Design id_ex_reg, sky130hd; sources not shown.
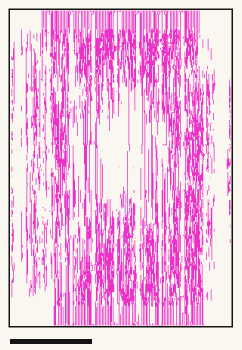
(images/layer_met2.png)
Scale bar: 50 um.
nets with wire on the layer: 1,245
longest straight run: 71.1 um
wire length on this layer: 18,400 um
vias: 7,050
DRT Wirelength: 33,590 um
global-route met2 utilization: 0.4251

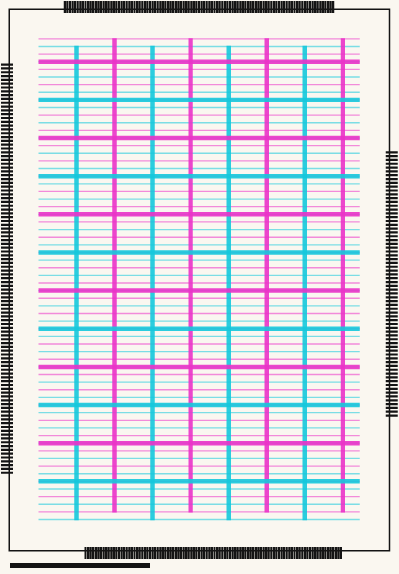
(images/power_grid.png)
Scale bar: 50 um. Pins as bars on the die edge.
legend:
  VDD:
    color: magenta
  VSS:
    color: cyan
met4 straps: 8
rows: 63
met1 rails: 64
Worst VDD drop: 0.0007960 V
CORE AREA: 0.01963 mm^2
Die Span X: 135.0 um
Die Y: 192.5 um

==> results.py <==
# Generated from Yosys and OpenROAD reports
metrics = {
    "setup_path": {
        "crit_cells": 9,
        "worst-path-max-fanout": 6,
        "cpPeakStageDelay_ps": 570,
    },
    "timing": {
        "postLayoutSetupSlackWorst_ps": -938.8,
        "rsz0062_at_grt": "true",
        "period_needed_ps": 2689,
        "finalSetupViolations": 96,
        "slew_headroom": 0.7365,
    },
    "power_and_ir_drop": {
        "p_seq_frac": 0.383,
        "power_per_cell_area_mw_per_mm2": 692.9,
        "swShare": 0.2427,
        "maxPowerGroup": "the clock network",
        "sequentialPower_mw": 3.70,
    },
    "placed_design": {
        "dp.cells": 1370,
        "place_hpwl_um": 21880,
    },
    "synth": {
        "synth-xor-area-share": 0.02270,
        "syn_nets": 965,
        "ys_cells": 734,
    },
    "run_status": {
        "violations": "negative setup slack",
        "status": "complete, but fails checks",
    },
    "finish": {
        "buffers": 520,
        "logic_area_mm2": 0.004457,
        "drive_above_1_share": 0.3848,
    },
    "detailed_routing": {
        "route.met2.wl_um": 18360,
        "drc": 0,
        "dr.pass1.iters": 4,
    },
    "grt": {
        "overflow": 0,
        "grt_busiest_layer": "met2",
        "track_usage": 0.2312,
    },
}
-- cells in the mapped netlist, drive strengths merged --
cell type	instances	share of area
nor3	32	0.023
inv	32	0.017
a21oi	32	0.023
buf	71	0.079
nand3	2	0.0014
o21ai	32	0.023
nor4	2	0.0061
a211o	1	0.0013
dfxtp	153	0.44
or4	2	0.0022
nand2	38	0.021
a221oi	32	0.067
clkbuf	29	0.016
xnor2	14	0.018
mux2i	64	0.092
nor2	36	0.020
nand4	2	0.0018
a211oi	1	0.0029
or2	2	0.0018
nor2b	31	0.028
and2	121	0.11
xor2	4	0.0050
and2b	1	0.0011
-- timing repair --
action                                  CTS  global route
pin swaps                                52            33
cloned                                   11            13
resized                                 509           170
endpoints found under the hold margin     0             0
endpoints found under the setup margin   96            97
setup buffers                            21            18
